===== config.mk =====
export PLATFORM = sky130hd
export DESIGN_NAME = mem_access_unit
export DESIGN_NICKNAME = d
export VERILOG_FILES = /design/src/rtl/mem_pkg.sv /design/src/rtl/load_align.sv /design/src/rtl/mem_access_unit.sv
export SDC_FILE = /design/constraint.sdc
export NUM_CORES = 1
export LEC_CHECK = 0
export CAP_MARGIN = 20
export CORE_MARGIN = 4
export CORE_UTILIZATION = 35
export DETAILED_ROUTE_END_ITERATION = 8
export GPL_TIMING_DRIVEN = 1
export PLACE_DENSITY = 0.65
export SETUP_SLACK_MARGIN = 0.05
export SYNTH_ARGS = -nofsm -noshare
export SYNTH_HDL_FRONTEND = slang
export SYNTH_SLANG_ARGS = --single-unit

===== constraint.sdc =====
create_clock -name clk_i -period 3.2 [get_ports clk_i]
set_clock_uncertainty 0.1 [all_clocks]
set_input_delay 0.96 -clock clk_i [delete_from_list [all_inputs] [get_ports clk_i]]
set_output_delay 0.96 -clock clk_i [all_outputs]
set_load 0.1 [all_outputs]

===== src/rtl/mem_pkg.sv =====
// Shared types and helpers for the memory access unit: access sizes, FSM states,
// byte-lane enables and store-data replication.
package mem_pkg;

  localparam logic [1:0] SIZE_BYTE = 2'b00;
  localparam logic [1:0] SIZE_HALF = 2'b01;
  localparam logic [1:0] SIZE_WORD = 2'b10;

  typedef enum logic {
    ST_IDLE = 1'b0,
    ST_WAIT = 1'b1
  } state_t;

  // Lane offset after forcing natural alignment for the access size.
  function automatic logic [1:0] align_offset(input logic [1:0] size, input logic [1:0] offset);
    case (size)
      SIZE_BYTE: align_offset = offset;
      SIZE_HALF: align_offset = {offset[1], 1'b0};
      default:   align_offset = 2'b00;
    endcase
  endfunction

  function automatic logic [3:0] byte_en(input logic [1:0] size, input logic [1:0] offset);
    case (size)
      SIZE_BYTE: byte_en = 4'b0001 << offset;
      SIZE_HALF: byte_en = 4'b0011 << {offset[1], 1'b0};
      default:   byte_en = 4'b1111;
    endcase
  endfunction

  function automatic logic [31:0] store_data(input logic [1:0] size, input logic [31:0] data);
    case (size)
      SIZE_BYTE: store_data = {4{data[7:0]}};
      SIZE_HALF: store_data = {2{data[15:0]}};
      default:   store_data = data;
    endcase
  endfunction

endpackage


===== src/rtl/load_align.sv =====
// Combinational load data alignment: shifts the addressed lane down to bit 0
// and sign- or zero-extends byte and half loads.
module load_align
  import mem_pkg::*;
(
  input  logic [31:0] rdata,
  input  logic [1:0]  offset,
  input  logic [1:0]  size,
  input  logic        is_signed,
  output logic [31:0] data
);

  logic [31:0] shifted;

  always_comb begin
    shifted = rdata >> {offset, 3'b000};
    case (size)
      SIZE_BYTE: data = {{24{is_signed & shifted[7]}}, shifted[7:0]};
      SIZE_HALF: data = {{16{is_signed & shifted[15]}}, shifted[15:0]};
      default:   data = shifted;
    endcase
  end

endmodule


===== src/rtl/mem_access_unit.sv =====
// Memory stage: passes ALU results through and runs one load/store at a time on a
// ready-handshake data bus with a timeout. Optional MEM_MISALIGN_TRAP_EN traps misaligned accesses.
module mem_access_unit
  import mem_pkg::*;
#(
  parameter int MAX_WAIT = 15
) (
  input  logic        clk_i,
  input  logic        reset_ni,
  input  logic        ex_valid_i,
  input  logic [4:0]  ex_rd_index_i,
  input  logic [31:0] ex_alu_res_i,
  input  logic [31:0] ex_mem_data_i,
  input  logic        ex_mem_rd_i,
  input  logic        ex_mem_wr_i,
  input  logic        ex_mem_signed_i,
  input  logic [1:0]  ex_mem_size_i,
  output logic        stall_o,
  output logic [31:0] daddr_o,
  output logic [31:0] dwdata_o,
  output logic [3:0]  dbe_o,
  output logic [1:0]  dsize_o,
  output logic        drd_o,
  output logic        dwr_o,
  input  logic [31:0] drdata_i,
  input  logic        dready_i,
  output logic        wb_valid_o,
  output logic [4:0]  wb_rd_index_o,
  output logic [31:0] wb_result_o,
  output logic [31:0] mem_rdata_o,
  output logic        mem_error_o
);

  localparam int CNT_W = $clog2(MAX_WAIT + 1);

  state_t state, state_next;
  logic mem_op;
  logic take_alu, take_mem, take_trap, done_ok, done_timeout;
  logic [CNT_W-1:0] wait_cnt;

  logic        req_ld, req_st, req_signed;
  logic [1:0]  req_off, req_size;
  logic [3:0]  req_be;
  logic [31:0] req_addr, req_wdata, load_data;

  assign mem_op = ex_mem_rd_i | ex_mem_wr_i;

`ifdef MEM_MISALIGN_TRAP_EN
  logic misaligned;
  assign misaligned = (ex_mem_size_i == SIZE_HALF && ex_alu_res_i[0]) ||
                      (ex_mem_size_i == SIZE_WORD && ex_alu_res_i[1:0] != 2'b00);
`endif

  always_ff @(posedge clk_i or negedge reset_ni) begin
    if (!reset_ni) state <= ST_IDLE;
    else           state <= state_next;
  end

  always_comb begin
    state_next   = state;
    take_alu     = 1'b0;
    take_mem     = 1'b0;
    take_trap    = 1'b0;
    done_ok      = 1'b0;
    done_timeout = 1'b0;
    case (state)
      ST_IDLE: begin
        if (ex_valid_i) begin
          if (!mem_op) take_alu = 1'b1;
`ifdef MEM_MISALIGN_TRAP_EN
          else if (misaligned) take_trap = 1'b1;
`endif
          else begin
            take_mem   = 1'b1;
            state_next = ST_WAIT;
          end
        end
      end
      ST_WAIT: begin
        if (dready_i) begin
          done_ok    = 1'b1;
          state_next = ST_IDLE;
        end else if (wait_cnt == CNT_W'(MAX_WAIT - 1)) begin
          done_timeout = 1'b1;
          state_next   = ST_IDLE;
        end
      end
      default: state_next = ST_IDLE;
    endcase
  end

  load_align u_load_align (
    .rdata     (drdata_i),
    .offset    (req_off),
    .size      (req_size),
    .is_signed (req_signed),
    .data      (load_data)
  );

  always_ff @(posedge clk_i or negedge reset_ni) begin
    if (!reset_ni) begin
      wait_cnt      <= '0;
      req_ld        <= 1'b0;
      req_st        <= 1'b0;
      req_signed    <= 1'b0;
      req_off       <= 2'b00;
      req_size      <= 2'b00;
      req_be        <= 4'b0000;
      req_addr      <= '0;
      req_wdata     <= '0;
      wb_valid_o    <= 1'b0;
      wb_rd_index_o <= '0;
      wb_result_o   <= '0;
      mem_rdata_o   <= '0;
      mem_error_o   <= 1'b0;
    end else begin
      wb_valid_o  <= 1'b0;
      mem_error_o <= 1'b0;
      if (take_alu || take_mem || take_trap) begin
        wb_rd_index_o <= ex_rd_index_i;
        wb_result_o   <= ex_alu_res_i;
      end
      if (take_alu) begin
        wb_valid_o  <= 1'b1;
        mem_rdata_o <= '0;
      end
      if (take_trap) begin
        wb_valid_o  <= 1'b1;
        mem_error_o <= 1'b1;
        mem_rdata_o <= '0;
      end
      if (take_mem) begin
        // Both rd and wr set resolves to a store.
        req_ld     <= ex_mem_rd_i & ~ex_mem_wr_i;
        req_st     <= ex_mem_wr_i;
        req_signed <= ex_mem_signed_i;
        req_size   <= ex_mem_size_i;
        req_off    <= align_offset(ex_mem_size_i, ex_alu_res_i[1:0]);
        req_be     <= byte_en(ex_mem_size_i, ex_alu_res_i[1:0]);
        req_addr   <= {ex_alu_res_i[31:2], 2'b00};
        req_wdata  <= store_data(ex_mem_size_i, ex_mem_data_i);
        wait_cnt   <= '0;
      end
      if (state == ST_WAIT && !done_ok && !done_timeout) wait_cnt <= wait_cnt + CNT_W'(1);
      if (done_ok) begin
        wb_valid_o  <= 1'b1;
        mem_rdata_o <= req_ld ? load_data : '0;
      end
      if (done_timeout) begin
        wb_valid_o  <= 1'b1;
        mem_error_o <= 1'b1;
        mem_rdata_o <= '0;
      end
    end
  end

  assign stall_o  = (state == ST_WAIT);
  assign daddr_o  = req_addr;
  assign dwdata_o = req_wdata;
  assign dsize_o  = req_size;
  assign dbe_o    = stall_o ? req_be : 4'b0000;
  assign drd_o    = stall_o & req_ld;
  assign dwr_o    = stall_o & req_st;

endmodule


Fig. 1: M2 wires
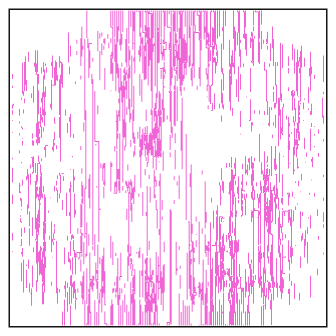
main direction = vertical
longest straight run = 75.8 um
wire length on this layer = 9590 um
share of all routed wire = 50%
grt met2 use: 29.6%
routed wire length: 19.4 mm
DR vias: 5373

Fig. 2: signal wires on met4
The bar under the picture is 50 um long. Cells faint in the background.
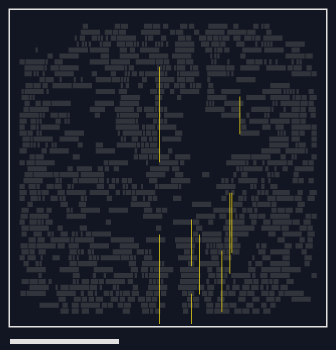
share of all routed wire = 1.3%
main direction = vertical

Fig. 3: routing congestion
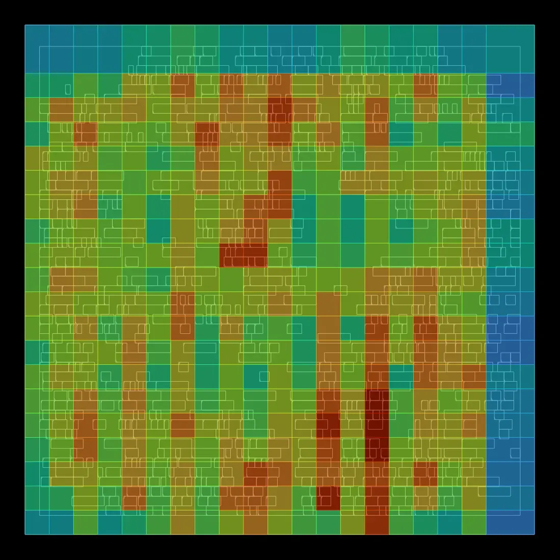
wire per inst: 17.8 um
M1 GR Usage: 23.3%
post-layout util: 52.9%
met3 usage: 5.16%
Total Routing Usage GR: 18.2%

==> results_slide.txt <==
Physical Implementation Snapshot

Status
  • Status: finished, final reports clean

Clocking
  • Hold Buf Count CTS: 0
  • Root Driver: clkbuf_16
  • Postcts setup bufs: 0
  • Clock sinks: approximately 150

Hold path
  • Worst hold endpoint: req_be[1]

Final timing
  • Minimum clock period: about 2.6 ns
  • Fmax: between 300 and 400 MHz
  • Max-slew headroom: between 20% and 30%
  • Worst Tran Pin Value: ~1.1 ns
  • Slew Viols, Final: 0

Finish
  • NumNets Final: roughly 960
  • Area delta synth->final: 47.0%
  • Final non-filler cell total: 1090

Route
  • DRT iter0 DRCs: about 240
  • 1st-pass router iterations: 4

Worst setup path
  • Crit path max-delay family: flip-flops
  • FF-to-FF setup slack: 0.79 ns
  • CP required: ~2.1 ns

Synthesis
  • Synthesized area: 0.00655 mm2
  • YS chip area: approximately 0.0066 mm2
  • Distinct cell type count after synthesis: 37

Floorplanning
  • IO Pins: 254

Power and ir drop
  • Worst VDD drop: between 0.0005 and 0.0006 V

Placement
  • Gpl congestion: about 0.82
Fig. 4: the metal 3 layer
Cells faint in the background.
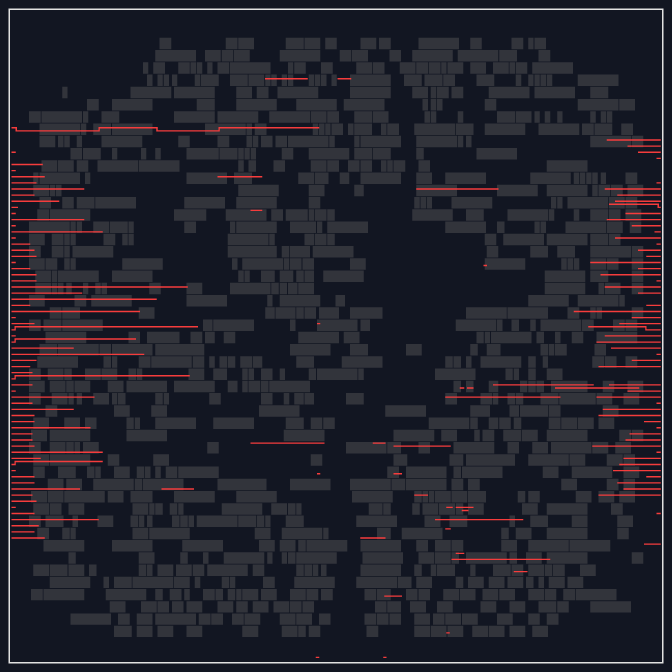
main direction = horizontal
longest straight run = 40.5 um
share of all routed wire = 6.9%

Fig. 5: signal wires on met1
Cells faint in the background.
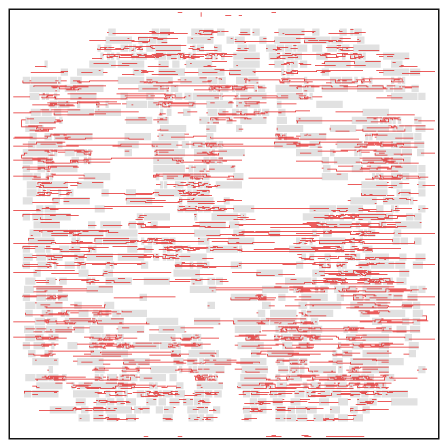
nets with wire on the layer = 839
main direction = horizontal
share of all routed wire = 42%
longest straight run = 40.5 um
wire length on this layer = 8190 um

[placed cells by master, fill, tap and decap left out, types with 6 or more instances in the layout]
cell             Yosys  routed
a21oi_1             19      19
a221o_1             16      16
a22o_1               9       9
and2_1               6       6
buf_4                2     156
clkbuf_16            0      17
clkdlybuf4s50_1      0     108
dfrtp_1            149     149
mux2_2              50      50
mux2i_1             41      41
nand2_1            156     156
nand3b_1             9       9
nor2_1              14      14
o21ai_0             52      51
[worst max-delay path by stage]
stage | slack (ns) | to | start | cells past startpoint
after global placement | 0.45 | mem_rdata_o[29] | drdata_i[31] | 4
after CTS | 0.53 | dbe_o[2] | stall_o | 2
after global routing | 0.49 | dbe_o[2] | stall_o | 2
after detailed placement | 0.38 | daddr_o[20] | ex_mem_wr_i | 4
after floorplan | 0.14 | dbe_o[0] | stall_o | 2
final | 0.57 | dbe_o[2] | stall_o | 2
[metal layers]
layer	part of all wire, %	vias up	track usage [%]
met1	42	2622	23.3
met2	50	171	29.6
li1	-	2562	-
met4	1.3	0	6.58
met3	6.9	18	5.16
met5	0	-	0
[logic make-up after synthesis]
logic type	after synthesis	synth area share [%]
and+or+nand+nor	206	13.5
xor gates and xnor gates	1	0.134
AOI/OAI and AO/OA	105	10.2
adders and majority gates	2	0.382
muxes	93	15.5
other	1	0.0572
buffers and inverters	45	3.23
DFF	149	56.9
[report_power, final]
| part | switching, uW | total, uW | internal [uW] |
|---|---|---|---|
| registers | 273 | 2550 | 2280 |
| clock network | 786 | 2110 | 1320 |
| logic | 3420 | 4380 | 963 |
[cell type report]
type	instances	area [um2]	share of cell area (%)
sequential	149	3730	38.7
multi-input combinational	409	2640	27.4
timing repair buffer	269	2340	24.3
clock buffer	18	439	4.56
tap	229	287	2.98
clock inverter	13	181	1.88
inverter	2	7.51	0.0780
antenna	1	2.50	0.0260
No activity file was given, so power comes from the tool's default toggle rates.
